Figure 1. Sequential cells grouped by signal name (run 1).
Drawn at 4 px/um. Other sequential cells in the stronger gray, the rest of the logic in the fainter gray.
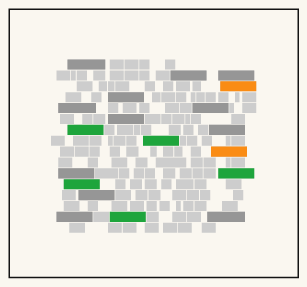
Figure 2. Congestion heat map (run 1).
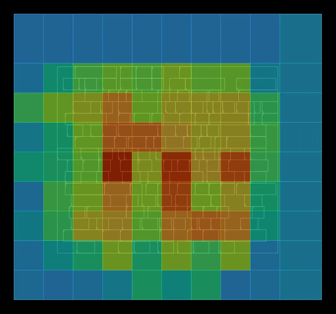
Figure 3. I/O pins on the die edge (run 1).
Drawn at 6 px/um. Pins as bars across the die edge, other pins in gray.
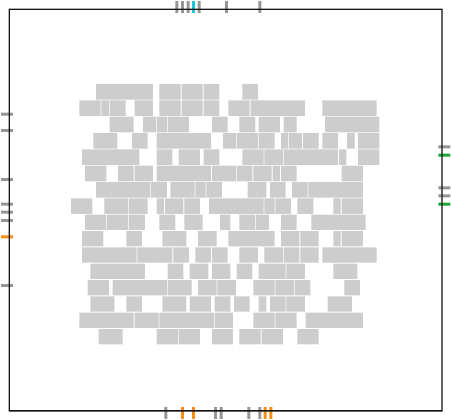
Figure 4. A small window of the routed layout (run 1).
Region (23, 8) to (48, 33) um. Cells in gray, sequential cells in the stronger gray; small squares are vias.
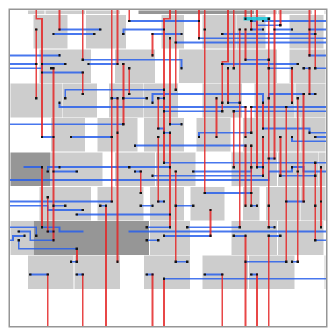
### src/rtl/cpu_pipe_pkg.sv
// Purpose: shared forwarding-select codes and load-use FSM state type for the pipeline control blocks.
// Latency: n/a (types and constants only).
// Backpressure: n/a.
package cpu_pipe_pkg;

    // ALU operand mux3to1 select codes
    localparam logic [1:0] FWD_RF  = 2'd0;   // register file read value
    localparam logic [1:0] FWD_MEM = 2'd1;   // EX/MEM pipeline register result
    localparam logic [1:0] FWD_WB  = 2'd2;   // MEM/WB pipeline register result

    // Load-use controller state
    typedef enum logic {
        RUN      = 1'b0,
        LU_STALL = 1'b1
    } lu_state_t;

endpackage

### src/rtl/fwd_sel_cmp.sv
// Purpose: picks the forwarding source for one ALU operand; the newest producer wins and r0 is never forwarded.
// Latency: combinational.
// Backpressure: none; the caller decides when the select is captured.
module fwd_sel_cmp
    import cpu_pipe_pkg::*;
#(
    parameter int REG_AW = 5
) (
    input  logic [REG_AW-1:0] i_r,
    input  logic [REG_AW-1:0] i_ex_rd,
    input  logic              i_ex_we,
    input  logic [REG_AW-1:0] i_mem_rd,
    input  logic              i_mem_we,
    output logic [1:0]        o_sel
);

    logic w_ex_hit;
    logic w_mem_hit;

    assign w_ex_hit  = i_ex_we  & (i_ex_rd  != '0) & (i_ex_rd  == i_r);
    assign w_mem_hit = i_mem_we & (i_mem_rd != '0) & (i_mem_rd == i_r);

    // EX producer is younger than MEM producer, so it takes priority
    always_comb begin
        o_sel = FWD_RF;
        if (w_ex_hit) begin
            o_sel = FWD_MEM;
        end else if (w_mem_hit) begin
            o_sel = FWD_WB;
        end
    end

endmodule

### src/rtl/fwd_hazard_ctrl.sv
// Purpose: operand-forwarding selects and load-use stall/bubble control for the 5-stage pipeline.
// Latency: selects/bubble registered into EX (1 cycle); stall_id combinational; load-use costs exactly 1 bubble.
// Backpressure: freeze holds all state and masks stall_id; flush squashes ID->EX. FWD_STATS_EN adds fwd_cnt/stall_cnt.
module fwd_hazard_ctrl
    import cpu_pipe_pkg::*;
#(
    parameter int REG_AW = 5
`ifdef FWD_STATS_EN
    ,
    parameter int CNT_W  = 32
`endif
) (
    input  logic              clk,
    input  logic              rst,
    input  logic              id_valid,
    input  logic [REG_AW-1:0] id_rs,
    input  logic [REG_AW-1:0] id_rt,
    input  logic              id_uses_rt,
    input  logic [REG_AW-1:0] id_rd,
    input  logic              id_we,
    input  logic              id_load,
    input  logic              flush,
    input  logic              freeze,
    output logic              stall_id,
    output logic              bubble_ex,
    output logic [1:0]        fwd_a_sel,
    output logic [1:0]        fwd_b_sel
`ifdef FWD_STATS_EN
    ,
    output logic [CNT_W-1:0]  fwd_cnt,
    output logic [CNT_W-1:0]  stall_cnt
`endif
);

    // Destination image of the instructions in EX and MEM. The WB image is not
    // kept: the register file writes in the first half-cycle, so a WB producer
    // is already visible to ID and never needs a forwarding path.
    logic [REG_AW-1:0] r_ex_rd;
    logic              r_ex_we;
    logic              r_ex_load;
    logic [REG_AW-1:0] r_mem_rd;
    logic              r_mem_we;

    logic              r_bubble_ex;
    logic [1:0]        r_fwd_a_sel;
    logic [1:0]        r_fwd_b_sel;

    lu_state_t         r_state;
    lu_state_t         w_state_nxt;

    logic              w_haz;
    logic              w_stall;
    logic              w_issue;
    logic [1:0]        w_sel_a;
    logic [1:0]        w_sel_b_raw;
    logic [1:0]        w_sel_b;

    fwd_sel_cmp #(.REG_AW(REG_AW)) u_cmp_a (
        .i_r      (id_rs),
        .i_ex_rd  (r_ex_rd),
        .i_ex_we  (r_ex_we),
        .i_mem_rd (r_mem_rd),
        .i_mem_we (r_mem_we),
        .o_sel    (w_sel_a)
    );

    fwd_sel_cmp #(.REG_AW(REG_AW)) u_cmp_b (
        .i_r      (id_rt),
        .i_ex_rd  (r_ex_rd),
        .i_ex_we  (r_ex_we),
        .i_mem_rd (r_mem_rd),
        .i_mem_we (r_mem_we),
        .o_sel    (w_sel_b_raw)
    );

    // An immediate operand B must never pick up a forwarded value
    assign w_sel_b = id_uses_rt ? w_sel_b_raw : FWD_RF;

    // A load in EX cannot supply its data until it reaches MEM
    assign w_haz = r_ex_load & r_ex_we & (r_ex_rd != '0) & id_valid &
                   ((r_ex_rd == id_rs) | (id_uses_rt & (r_ex_rd == id_rt)));

    assign w_stall  = w_haz & ~flush & ~freeze & (r_state == RUN);
    assign stall_id = w_stall;

    // A real instruction moves into EX only when it is not squashed or held
    assign w_issue = id_valid & ~flush & ~w_stall;

    assign bubble_ex = r_bubble_ex;
    assign fwd_a_sel = r_fwd_a_sel;
    assign fwd_b_sel = r_fwd_b_sel;

    // Load-use FSM next state: one stall cycle, then the load sits in MEM
    always_comb begin
        w_state_nxt = r_state;
        if (!freeze) begin
            case (r_state)
                RUN:      w_state_nxt = w_stall ? LU_STALL : RUN;
                LU_STALL: w_state_nxt = RUN;
                default:  w_state_nxt = RUN;
            endcase
        end
    end

    // Load-use FSM state register
    always_ff @(posedge clk or posedge rst) begin
        if (rst) begin
            r_state <= RUN;
        end else begin
            r_state <= w_state_nxt;
        end
    end

    // Pipeline image shift and EX-stage select/bubble capture
    always_ff @(posedge clk or posedge rst) begin
        if (rst) begin
            r_ex_rd     <= '0;
            r_ex_we     <= 1'b0;
            r_ex_load   <= 1'b0;
            r_mem_rd    <= '0;
            r_mem_we    <= 1'b0;
            r_bubble_ex <= 1'b1;
            r_fwd_a_sel <= FWD_RF;
            r_fwd_b_sel <= FWD_RF;
        end else if (!freeze) begin
            r_mem_rd <= r_ex_rd;
            r_mem_we <= r_ex_we;
            r_ex_rd  <= id_rd;
            if (w_issue) begin
                r_ex_we     <= id_we;
                r_ex_load   <= id_load;
                r_fwd_a_sel <= w_sel_a;
                r_fwd_b_sel <= w_sel_b;
                r_bubble_ex <= 1'b0;
            end else begin
                r_ex_we     <= 1'b0;
                r_ex_load   <= 1'b0;
                r_fwd_a_sel <= FWD_RF;
                r_fwd_b_sel <= FWD_RF;
                r_bubble_ex <= 1'b1;
            end
        end
    end

`ifdef FWD_STATS_EN
    logic [CNT_W-1:0] r_fwd_cnt;
    logic [CNT_W-1:0] r_stall_cnt;

    assign fwd_cnt   = r_fwd_cnt;
    assign stall_cnt = r_stall_cnt;

    // Statistics: forwarded EX loads and load-use stall cycles, wrapping
    always_ff @(posedge clk or posedge rst) begin
        if (rst) begin
            r_fwd_cnt   <= '0;
            r_stall_cnt <= '0;
        end else begin
            if (!freeze && w_issue && ((w_sel_a != FWD_RF) || (w_sel_b != FWD_RF))) begin
                r_fwd_cnt <= r_fwd_cnt + CNT_W'(1);
            end
            if (w_stall) begin
                r_stall_cnt <= r_stall_cnt + CNT_W'(1);
            end
        end
    end
`endif

endmodule

### config.mk
export PLATFORM = sky130hd
export DESIGN_NAME = fwd_hazard_ctrl
export DESIGN_NICKNAME = d
export VERILOG_FILES = /design/src/rtl/cpu_pipe_pkg.sv /design/src/rtl/fwd_sel_cmp.sv /design/src/rtl/fwd_hazard_ctrl.sv
export SDC_FILE = /design/constraint.sdc
export NUM_CORES = 1
export LEC_CHECK = 0
export CORE_ASPECT_RATIO = 0.9
export CORE_MARGIN = 10
export CORE_UTILIZATION = 43
export DETAILED_ROUTE_END_ITERATION = 10
export MAX_ROUTING_LAYER = met4
export PLACE_DENSITY = 0.71
export SETUP_SLACK_MARGIN = 0.05
export SLEW_MARGIN = 0
export SYNTH_ARGS = -nofsm -noshare
export SYNTH_HDL_FRONTEND = slang
export SYNTH_SLANG_ARGS = --single-unit
### constraint.sdc
create_clock -name clk -period 1.9 [get_ports clk]
set_input_delay 0.19 -clock clk [delete_from_list [all_inputs] [get_ports clk]]
set_output_delay 0.19 -clock clk [all_outputs]
set_load 0.02 [all_outputs]
==> results.sh, run 1 <==
# yosys + openroad results
export IMPL_setup_viol_count_final=1
export IMPL_rsz0062_at_grt="yes"
export IMPL_post_synth_cell_area_avg_um2=11.57
export IMPL_largest_class="combinational gates"
export IMPL_final_area_um2=1600
export IMPL_fin_cells=173
export IMPL_endpoint_kind="output pin"
export IMPL_run_status="finished with violations"
export IMPL_yosys_top_cells_area="dfrtp_1 (43%), xor2_1 (13%), mux2_2 (12%), o31ai_1 (3.6%), xnor2_1 (3.4%)"
export IMPL_required_ns=1.71
export IMPL_place_ws_ns=-0.5372
export IMPL_violations="setup timing"
export IMPL_timing_final_crit_period_ns=2.018
export IMPL_layout_setup_ws_ns=-0.1180
export IMPL_cts_max_level=1
export IMPL_cts_sinks=19
export IMPL_inverters=1
export IMPL_p_seq_share_pct=50.4
export IMPL_synth_compound_area_share_pct=10.34
export IMPL_cts_hold_buf=0
export IMPL_ff_type="dfrtp_1"
## Picture notes: Figure 1
- green: `r_mem_rd` (sequential cells 5)
- orange: `fwd_a_sel` (sequential cells 2)
- not colored: 12
register share of the cell area: 29.95%
P_seq: 482 uW
Final Util: 71.37%
register area: 479.2 um2

## Picture notes: Figure 2
met2 GRT Util: 19.71%
gr usage total: 11.69%
Top Usage Layer GRT: met2
met3 usage: 4.000%
Wirelength per Cell: 15.32 um

## Picture notes: Figure 3
- orange: `id_rs` (pins 5; direction input; edge 4 bottom, 1 left)
- cyan: `id_valid` (pins 1; direction input; edge top)
- green: `fwd_a_sel` (pins 2; direction output; edge right)
- all pins by edge: 9 bottom, 8 left, 7 top, 5 right
die width: 71.87 um
Buffers on Ports: 28
Chip Height: 66.68 um

## Picture notes: Figure 4
- blue: M1
- cyan: M3
- red: M2
- most frequent: buf_4 (11), xor2_1 (9), clkdlybuf4s50_1 (8)
- sequential cells in the window: 1
- cells with their middle in the window: 44
- netlist names of flops here include: `r_mem_rd` (1)

==> inputs of run 2 (changes only) <==
--- a/config.mk
+++ b/config.mk
@@ -9,8 +9,10 @@
 export CORE_MARGIN = 10
 export CORE_UTILIZATION = 43
 export DETAILED_ROUTE_END_ITERATION = 10
+export GPL_ROUTABILITY_DRIVEN = 0
 export MAX_ROUTING_LAYER = met4
 export PLACE_DENSITY = 0.71
+export RECOVER_POWER = 50
 export SETUP_SLACK_MARGIN = 0.05
 export SLEW_MARGIN = 0
 export SYNTH_ARGS = -nofsm -noshare
Figure 5. Congestion heat map (run 2).
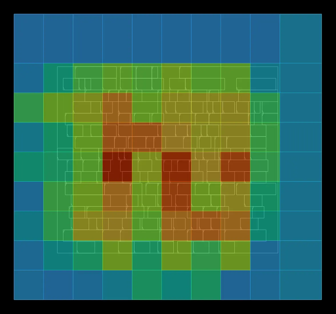
met1 usage: 13.34%
Final Util: 71.04%
Wirelength per Cell: 15.32 um

==> results.sh, run 2 <==
# yosys + openroad results
export IMPL_run_status="finished with violations"
export IMPL_layout_setup_ws_ns=-0.1179
export IMPL_use_met2_pct=19.71
export IMPL_p_seq_share_pct=50.5
export IMPL_largest_class="combinational gates"
export IMPL_required_ns=1.71
export IMPL_regArea_um2=479.2
export IMPL_cp_depth=6
export IMPL_cts_resized=11
export IMPL_synth_compound_area_share_pct=10.34
export IMPL_post_synth_cell_area_avg_um2=11.57
export IMPL_place_ws_ns=-0.5372
export IMPL_top_logic_kind="XOR/XNOR gates"
export IMPL_postCtsSetupBuffers=0
export IMPL_reg2reg_depth=6
export IMPL_setup_viol_count_final=1
export IMPL_cts_hold_buf=0
export IMPL_endpoint_kind="output pin"
export IMPL_cts_max_level=1
export IMPL_pg_comb_uw=272
export IMPL_final_area_um2=1593
export IMPL_grt_first_pass_wirelength_um=4416
export IMPL_yosys_top_cells_area="dfrtp_1 (43%), xor2_1 (13%), mux2_2 (12%), o31ai_1 (3.6%), xnor2_1 (3.4%)"
export IMPL_die_area_um2=4792
export IMPL_violations="setup timing"
export IMPL_grtUsageMet3_pct=4.000
export IMPL_ff_type="dfrtp_1"
export IMPL_fin_cells=173
export IMPL_cts_sinks=19
export IMPL_fp_dieH_um=66.68
export IMPL_inverters=1
export IMPL_sh_seq_area_pct=30.09
export IMPL_reg_largest_list="r_ex_rd x5, r_mem_rd x5"
export IMPL_finalHoldViolCount=0
export IMPL_hp_class="reg -> reg"
export IMPL_timing_final_crit_period_ns=2.018
export IMPL_grt_usage_pct=11.69
export IMPL_busiest_layer="met2"
export IMPL_rsz0062_at_grt="yes"
export IMPL_die_w_um=71.87
export IMPL_cap_violations=0
export IMPL_seq_power_uw=482
export IMPL_port_buffers=28
Figure 6. I/O pins on the die edge (run 2).
Drawn at 6 px/um. Pins as bars across the die edge, other pins in gray.
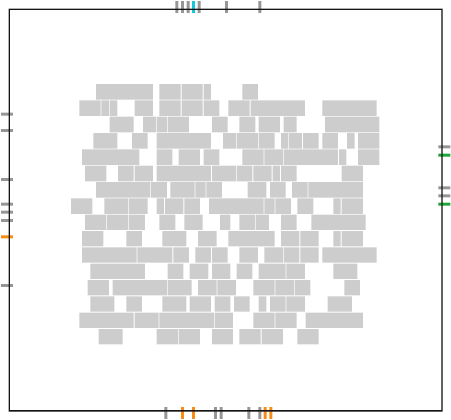
- orange: `id_rs` (pins 5; direction input; edge 4 bottom, 1 left)
- cyan: `id_valid` (pins 1; direction input; edge top)
- green: `fwd_a_sel` (pins 2; direction output; edge right)
- all pins by edge: 9 bottom, 8 left, 7 top, 5 right

==> inputs of run 3 (changes only) <==
--- a/config.mk
+++ b/config.mk
@@ -11,7 +11,7 @@
 export DETAILED_ROUTE_END_ITERATION = 10
 export GPL_ROUTABILITY_DRIVEN = 0
 export MAX_ROUTING_LAYER = met4
-export PLACE_DENSITY = 0.71
+export PLACE_DENSITY = 0.73
 export RECOVER_POWER = 50
 export SETUP_SLACK_MARGIN = 0.05
 export SLEW_MARGIN = 0
Figure 7. Gate families picked out (run 3).
Drawn at 4 px/um.
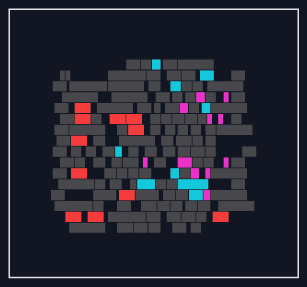
- cyan: nor cells (cells 9)
- red: mux cells (cells 11; most used mux2_2)
- magenta: nand cells (cells 11; most used nand2_1)
Commonest Layout Cell: clkdlybuf4s50_1
Non-Filler Instances: 174
Comb area share: 36.41%

==> results.sh, run 3 <==
# yosys + openroad results
export IMPL_post_dp_cell_area_um2=1505
export IMPL_place_ws_ns=-0.5189
export IMPL_finalHoldViolCount=0
export IMPL_cp_depth=6
export IMPL_hp_class="reg -> reg"
export IMPL_reg2reg_depth=8
export IMPL_setup_viol_count_final=3
export IMPL_routedWlPerCell_um=15.61
export IMPL_regArea_um2=480.5
export IMPL_pg_comb_uw=282
export IMPL_skew_ns=0.002527
export IMPL_largest_class="combinational gates"
export IMPL_synth_compound_area_share_pct=10.34
export IMPL_run_status="finished with violations"
export IMPL_ff_type="dfrtp_1"
export IMPL_cts_max_level=1
export IMPL_port_buffers=28
export IMPL_yosys_top_cells_area="dfrtp_1 (43%), xor2_1 (13%), mux2_2 (12%), o31ai_1 (3.6%), xnor2_1 (3.4%)"
export IMPL_cap_violations=0
export IMPL_top_logic_kind="XOR/XNOR gates"
export IMPL_cts_hold_buf=0
export IMPL_fp_dieH_um=66.68
export IMPL_die_area_um2=4792
export IMPL_cts_sinks=19
export IMPL_rsz0062_at_grt="yes"
export IMPL_postCtsSetupBuffers=3
export IMPL_reg_largest_list="r_ex_rd x5, r_mem_rd x5"
export IMPL_p_seq_share_pct=49.7
export IMPL_numSynthFlops=19
export IMPL_gr_usage_met1_pct=14.52
export IMPL_violations="setup timing"
export IMPL_sh_seq_area_pct=29.56
export IMPL_inverters=1
export IMPL_endpoint_kind="output pin"
export IMPL_layout_setup_ws_ns=-0.1537
export IMPL_post_synth_cell_area_avg_um2=11.57
export IMPL_grt_usage_pct=12.56
export IMPL_timing_final_crit_period_ns=2.054
export IMPL_grtUsageMet3_pct=2.370
Figure 8. I/O pins on the die edge (run 3).
Drawn at 6 px/um. Pins as bars across the die edge, other pins in gray.
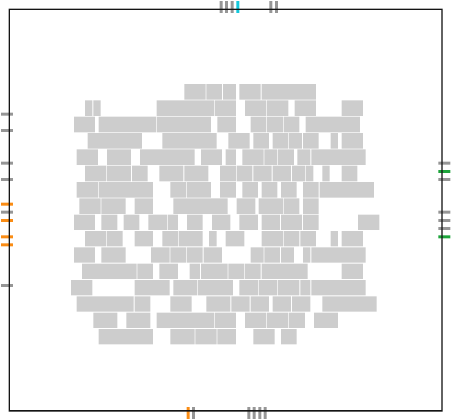
- cyan: `id_valid` (pins 1; direction input; edge top)
- orange: `id_rs` (pins 5; direction input; edge 4 left, 1 bottom)
- green: `fwd_a_sel` (pins 2; direction output; edge right)
- all pins by edge: 10 left, 7 right, 6 top, 6 bottom

Power is estimated from default activity; no workload was simulated.
